`config.mk`:
```
export PLATFORM = sky130hd
export DESIGN_NAME = acc_cpu_core
export DESIGN_NICKNAME = d
export VERILOG_FILES = /design/src/rtl/acc_cpu_core.sv
export SDC_FILE = /design/constraint.sdc
export NUM_CORES = 1
export LEC_CHECK = 0
export CAP_MARGIN = 15
export CORE_MARGIN = 4
export CORE_UTILIZATION = 48
export DETAILED_ROUTE_END_ITERATION = 10
export PLACE_DENSITY_LB_ADDON = 0.12
export SYNTH_ARGS = -nofsm -noshare
export SYNTH_HDL_FRONTEND = slang
export SYNTH_SLANG_ARGS = --single-unit
```
`constraint.sdc`:
```
create_clock -name CLK -period 8.75 [get_ports CLK]
set_clock_uncertainty 0.2 [all_clocks]
set_input_delay 2.1875 -clock CLK [delete_from_list [all_inputs] [get_ports CLK]]
set_output_delay 2.1875 -clock CLK [all_outputs]
set_load 0.05 [all_outputs]
```
`src/rtl/acc_cpu_core.sv`:
```
// Multi-cycle register CPU core: IDLE/FETCH/EXEC/MEM/WB sequencer with a synchronous data RAM.
// Define ACC_CPU_MUL_EN to make opcode 10 a multiply; otherwise opcode 10 is illegal.
module acc_cpu_core #(
  parameter int unsigned DW     = 8,
  parameter int unsigned MEM_AW = 4,
  parameter int unsigned NREG   = 8
) (
  input  logic          CLK,
  input  logic          RESET,
  input  logic [15:0]   instr,
  input  logic          instr_vld,
  output logic          instr_rdy,
  output logic          res_vld,
  output logic [2:0]    res_rd,
  output logic [DW-1:0] res_data,
  output logic          retire,
  output logic          flag_z,
  output logic          flag_c,
  output logic          err,
  output logic [15:0]   icount
);

  if (NREG != 8) begin : g_bad_nreg
    $error("acc_cpu_core: NREG must be 8");
  end

`ifdef ACC_CPU_MUL_EN
  localparam bit MulEn = 1'b1;
`else
  localparam bit MulEn = 1'b0;
`endif

  localparam logic [3:0] OpLdi = 4'd0;
  localparam logic [3:0] OpMov = 4'd1;
  localparam logic [3:0] OpAdd = 4'd2;
  localparam logic [3:0] OpSub = 4'd3;
  localparam logic [3:0] OpAnd = 4'd4;
  localparam logic [3:0] OpOr  = 4'd5;
  localparam logic [3:0] OpSrl = 4'd6;
  localparam logic [3:0] OpLd  = 4'd7;
  localparam logic [3:0] OpSt  = 4'd8;
  localparam logic [3:0] OpNop = 4'd9;
  localparam logic [3:0] OpMul = 4'd10;

  typedef enum logic [2:0] {StIdle, StFetch, StExec, StMem, StWb} state_e;

  state_e          state_q, state_d;
  logic [15:0]     ir_q;
  logic [DW-1:0]   rf_q [NREG];
  logic [DW-1:0]   a_q, b_q, res_q, rdata_q;
  logic            c_pend_q;
  logic            flag_z_q, flag_c_q, err_q;
  logic [15:0]     icount_q;
  logic [DW-1:0]   mem_q [2**MEM_AW];

  logic [3:0]      op;
  logic [2:0]      rd, rs1, rs2;
  logic            writes_rd, upd_c, illegal;
  logic [DW:0]     sum, diff;
  logic [DW-1:0]   alu_res;
  logic            alu_c;
  logic [MEM_AW-1:0] mem_addr;
`ifdef ACC_CPU_MUL_EN
  logic [2*DW-1:0] prod;
`endif

  assign op       = ir_q[15:12];
  assign rd       = ir_q[11:9];
  assign rs1      = ir_q[8:6];
  assign rs2      = ir_q[5:3];
  assign mem_addr = a_q[MEM_AW-1:0];

  always_comb begin
    writes_rd = (op <= OpLd);
    upd_c     = (op == OpAdd) || (op == OpSub);
    illegal   = (op > OpNop);
    if (MulEn && (op == OpMul)) begin
      writes_rd = 1'b1;
      upd_c     = 1'b1;
      illegal   = 1'b0;
    end
  end

  always_comb begin
    sum     = {1'b0, a_q} + {1'b0, b_q};
    diff    = {1'b0, a_q} - {1'b0, b_q};
    alu_res = '0;
    alu_c   = 1'b0;
`ifdef ACC_CPU_MUL_EN
    prod    = {{DW{1'b0}}, a_q} * {{DW{1'b0}}, b_q};
`endif
    case (op)
      OpLdi: alu_res = DW'($signed(ir_q[7:0]));
      OpMov: alu_res = a_q;
      OpAdd: begin
        alu_res = sum[DW-1:0];
        alu_c   = sum[DW];
      end
      // The extra top bit of the difference is the unsigned borrow.
      OpSub: begin
        alu_res = diff[DW-1:0];
        alu_c   = diff[DW];
      end
      OpAnd: alu_res = a_q & b_q;
      OpOr:  alu_res = a_q | b_q;
      OpSrl: alu_res = (32'(b_q) >= DW) ? '0 : (a_q >> b_q);
`ifdef ACC_CPU_MUL_EN
      OpMul: begin
        alu_res = prod[DW-1:0];
        alu_c   = |prod[2*DW-1:DW];
      end
`endif
      default: ;
    endcase
  end

  always_comb begin
    state_d = state_q;
    case (state_q)
      StIdle:  if (instr_vld) state_d = StFetch;
      StFetch: state_d = StExec;
      StExec:  state_d = (op == OpLd) ? StMem : StWb;
      StMem:   state_d = StWb;
      StWb:    state_d = StIdle;
      default: state_d = StIdle;
    endcase
  end

  always_ff @(posedge CLK or posedge RESET) begin
    if (RESET) begin
      state_q  <= StIdle;
      ir_q     <= '0;
      a_q      <= '0;
      b_q      <= '0;
      res_q    <= '0;
      c_pend_q <= 1'b0;
      flag_z_q <= 1'b0;
      flag_c_q <= 1'b0;
      err_q    <= 1'b0;
      icount_q <= '0;
      for (int i = 0; i < NREG; i++) rf_q[i] <= '0;
    end else begin
      state_q <= state_d;
      case (state_q)
        StIdle:  if (instr_vld) ir_q <= instr;
        // Operands are latched before any write-back, so rd==rs needs no bypass.
        StFetch: begin
          a_q <= rf_q[rs1];
          b_q <= rf_q[rs2];
        end
        StExec: begin
          res_q    <= alu_res;
          c_pend_q <= alu_c;
        end
        StMem:   res_q <= rdata_q;
        StWb: begin
          if (writes_rd) begin
            rf_q[rd] <= res_q;
            flag_z_q <= (res_q == '0);
          end
          if (upd_c) flag_c_q <= c_pend_q;
          if (illegal) err_q <= 1'b1;
          icount_q <= icount_q + 16'd1;
        end
        default: ;
      endcase
    end
  end

  // RAM is not reset; state_q returns to idle on reset, which blocks any pending store.
  always_ff @(posedge CLK) begin
    if (state_q == StExec) begin
      if (op == OpSt) mem_q[mem_addr] <= b_q;
      rdata_q <= mem_q[mem_addr];
    end
  end

  assign instr_rdy = (state_q == StIdle);
  assign retire    = (state_q == StWb);
  assign res_vld   = (state_q == StWb) && writes_rd;
  assign res_rd    = rd;
  assign res_data  = res_q;
  assign flag_z    = flag_z_q;
  assign flag_c    = flag_c_q;
  assign err       = err_q;
  assign icount    = icount_q;

endmodule

```
**Clock distribution**

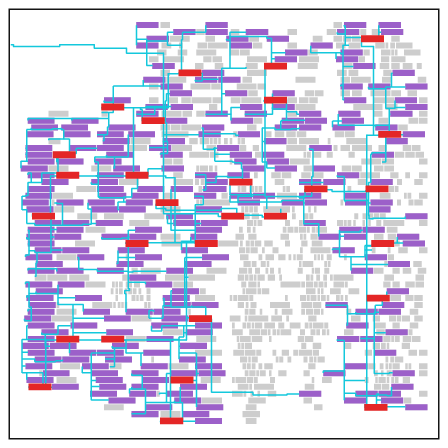
Key: flip-flops = purple [count 263]; clock drivers = red [count 28]; clock wires = cyan [length 3160 µm]
Position of the flops: widely spread. There are 29 routed clock nets.
Clock group: 1270 µW
clock power share: 0.229
clk ins delay skew pair: 550 ps

**Placed standard cells**

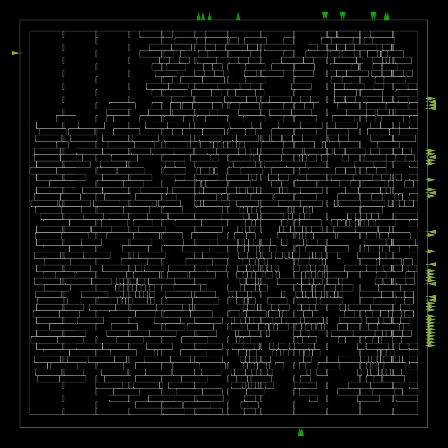
Flops: 263
core area: 26100 µm²

**Zoomed window**

Bar = 10 µm. Region (73, 39) to (98, 64) µm. Cells in grey, sequential cells in the stronger grey; small squares are vias.
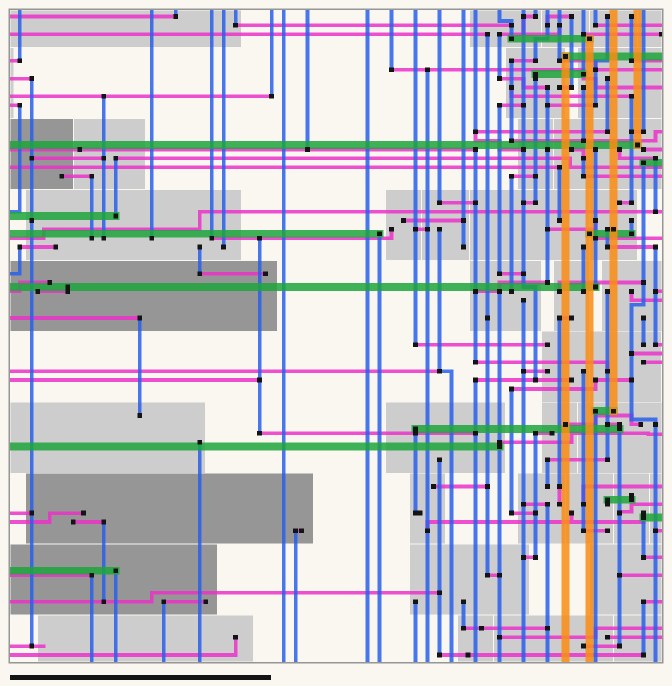
Key: metal 4 = orange; metal 3 = green; metal 1 = magenta; metal 2 = blue
Most frequent: o21ai_0 (5), ha_1 (5). Sequential cells in the window: 3. 35 logic cells have their middle in the window. Netlist names of flops here include `mem_q` (3).

==> results_slide.txt <==
Flow Results at a Glance

Final layout
  – Final net count: 941
  – Top class by area: flip-flops and latches
  – CLK BUF: 43
  – Layout fillers: 2070
  – Diodes inserted: 0

Floorplan
  – Fp util: 0.487
  – Die extent in x: 171 µm
  – Num ports: 52
  – Die H: 171 µm

Logic synthesis
  – Simple-gate share of the synthesized area: 0.0723
  – Synthesized Nets: 901
  – Adder Share, Synth: 0.0298
  – Cell Area, Synth: 12700 µm²
  – Post-synth seq share: 0.572
  – Ao+oa area frac: 0.0464

Setup path
  – CP Class: reg2out
  – Flop-to-flop setup slack: 5150 ps
  – Crit path cell chain: nor3b_2, clkdlybuf4s50_1

Route
  – ANT nets after route: 0
  – Vias/cell: 6.03

Timing
  – Final Hold Fails: 0
  – Worst hold slack: 265 ps

CTS
  – Clock transition at the registers of the reported paths: 60 ps
  – Setup Fix Bufs, Post-CTS: 0
  – Hold-fix buffers, CTS: 0
  – Root Driver: clkbuf_16

Run status
  – Status: complete, no violations

Global routing
  – First-pass GRT wire length: 46700 µm

Job
  – Maxcap violations: 0

Pwr
  – Max VDD drop: 0.225 mV
## sequential cells by signal, summed over array words and instances (netlist names), 8 cells and up
name      cells
mem_q       128
rf_q         64
icount       16
ir_q         16
a_q           8
b_q           8
rdata_q       8
res_data      8
## worst paths after layout
kind                       startpoint     endpoint  cells after the start
hold / removal             icount[15]   icount[15]                      1
min in group asynchronous       RESET      ir_q[8]                      2
max in group asynchronous       RESET          err                      3
setup reg to reg           state_q[2]  mem_q[6][3]                      5
setup / recovery           state_q[0]       retire                      2
hold reg to reg            icount[15]   icount[15]                      1
## cell usage after synthesis, types with 6 or more instances
library cell / count / area (µm²)
mux4_2: 80 / 1800
nand2b_1: 7 / 43.8
a21oi_1: 35 / 175
xor2_1: 6 / 52.6
ha_1: 27 / 338
mux2i_1: 26 / 260
edfxtp_1: 136 / 4080
nand2_1: 29 / 109
dfrtp_1: 127 / 3180
nand3_1: 11 / 55.1
buf_2: 16 / 80.1
nor3_1: 16 / 80.1
inv_1: 31 / 116
xnor2_1: 14 / 123
nor2b_1: 7 / 43.8
o21ai_0: 19 / 95.1
mux2_2: 81 / 912
nor2_1: 61 / 229
buf_1: 11 / 41.3
clkbuf_1: 24 / 90.1
a211oi_1: 7 / 52.6
## power breakdown
part	leakage (µW)	switching, µW	internal (µW)
Sequential	0.00288	402	1640
Combinational	0.00223	1200	1020
Clock	0.000497	482	786
Total	0.00561	2090	3440
## worst max-delay path, delay by kind of cell (launching register included)
family	cells	cell delay [ps]
buffers and inverters	1	890
and+or+nand+nor	1	500
DFF	1	580
## per-layer routing
metal / GRT usage / part of all wire
met1: 0.290 / 0.42
met4: 0.0434 / 0.021
met5: 0 / 0
met3: 0.0240 / 0.046
met2: 0.360 / 0.51
No activity file was given, so power comes from the tool's default toggle rates.
